==> config.mk <==
export PLATFORM = sky130hd
export DESIGN_NAME = amber_ptw
export DESIGN_NICKNAME = d
export VERILOG_FILES = /design/src/rtl/amber_ptw.sv
export SDC_FILE = /design/constraint.sdc
export NUM_CORES = 1
export LEC_CHECK = 0
export CAP_MARGIN = 20
export CORE_MARGIN = 3
export CORE_UTILIZATION = 30
export CTS_CLUSTER_DIAMETER = 150
export DETAILED_ROUTE_END_ITERATION = 12
export PLACE_DENSITY = 0.62
export SLEW_MARGIN = 20
export SYNTH_ARGS = -nofsm -noshare
export SYNTH_HDL_FRONTEND = slang
export SYNTH_SLANG_ARGS = --single-unit
==> constraint.sdc <==
create_clock -name clk -period 2.7 [get_ports clk]
set_clock_uncertainty 0.05 [all_clocks]
set_input_delay 0.54 -clock clk [delete_from_list [all_inputs] [get_ports clk]]
set_output_delay 0.54 -clock clk [all_outputs]
set_load 0.005 [all_outputs]
==> images/cell_density.png <==
Scale bar: 50 um. 15 x 15 tiles, from black (low) to pale yellow (high), 0 to 100% covered.
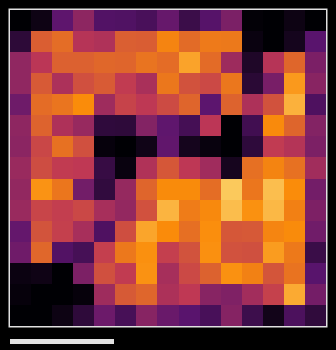
- fullest tile: 88%
- mean over tiles: 44%
- tiles over 75% full: 8.0%
- nearly empty tiles: 7.1%
- emptiest ninth of the die: south-west
starting density of the core: 31.2%
core box area: 20600 um2

==> images/placement_by_type.png <==
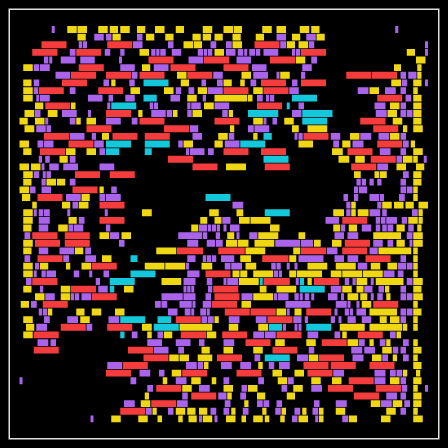
- flops: red (cells 117; share of their area 29%)
- other buffers and delay cells: yellow (cells 344; share of their area 33%)
- clock drivers and dummy loads: cyan (cells 31; share of their area 5.8%)
- combinational and other logic: purple (cells 442; share of their area 33%)
flop share of the area: 27.8%
Rows: 52
final core occ: 51.1%

==> images/congestion.png <==
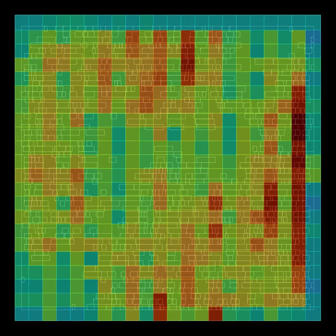
GR peak layer: met2
met1 Use GR: 22.4%
post-DR wirelength/cell: 18.4 um

==> images/io_fan.png <==
Scale bar: 50 um.
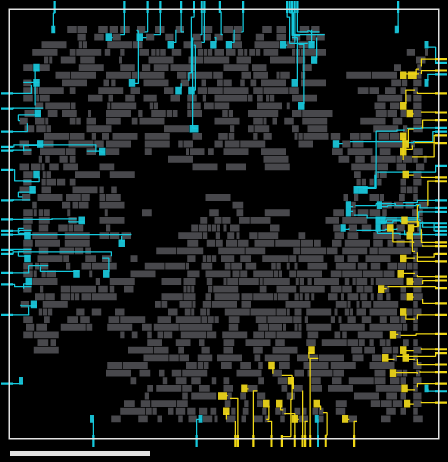
- `ow_fault_vpn`: yellow (bits 36; direction output; edge 25 east, 11 south; end cells 36; buffers 36; wire 513 um)
- `ow_mem_req_addr`: cyan (bits 48; direction output; edge 16 north, 16 west, 13 east, 3 south; end cells 48; buffers 39; wire 1040 um)
port bufs: 277
Top Ports: 311

==> impl_metrics.csv <==
group,metric,value,unit
final_layout,seq_area,2930,um2
floorplan,taps,270,
power,powerClk,2.25,mW
yosys,synth.top_cell.area_share,44.7,%
final_layout,clkCellAreaFrac,5.57,%
yosys,yosysMostFrequentCell,"and2_1",
yosys,synth-seq-cells,117,
yosys,ys_cells,600,
power,top_power_group,"combinational cells",
global_routing,grt_usage,18.4,%
yosys,top_cells_by_area,"dfrtp_1 (45%), and2_1 (14%), mux2_2 (8.9%)",
timing,rsz0062_at_grt,"yes",
cts,cts_buffers,17,
placement,placed_cell_area,9600,um2
final_layout,comb_area,3320,um2
power,combPwrFrac,37.7,%
yosys,yosys-stat-area,6430,um2
timing,fin_tns_setup,0,ps
detailed_routing,dr.first_iter.drc_count,167,
setup_path,crit_type,"reg -> out",
setup_path,worst-path-stages,8,
hold_path,hp-class,"reg -> reg",
final_layout,comb-cell-share,31.5,%
setup_path,reg2reg_depth,11,
power,swShare,30.8,%
setup_path,cp_top_family,"buffers and inverters",
placement,dp_cells,1128,
detailed_routing,wl_met3,1630,um
global_routing,grt_pass1_vias,5722,
yosys,logic_family,"multiplexers",
floorplan,die_h,152,um
setup_path,startpoint_type,"flip-flop",
cts,h-tree-depth,4,
yosys,synth-edff-count,0,
power,p_comb,3.11,mW
status,status,"completed",
setup_path,path_buffers,4,
setup_path,ff2ff_setup_slack,410,ps
detailed_routing,dr_wl_met2,10700,um
Power is estimated from default activity; no workload was simulated.
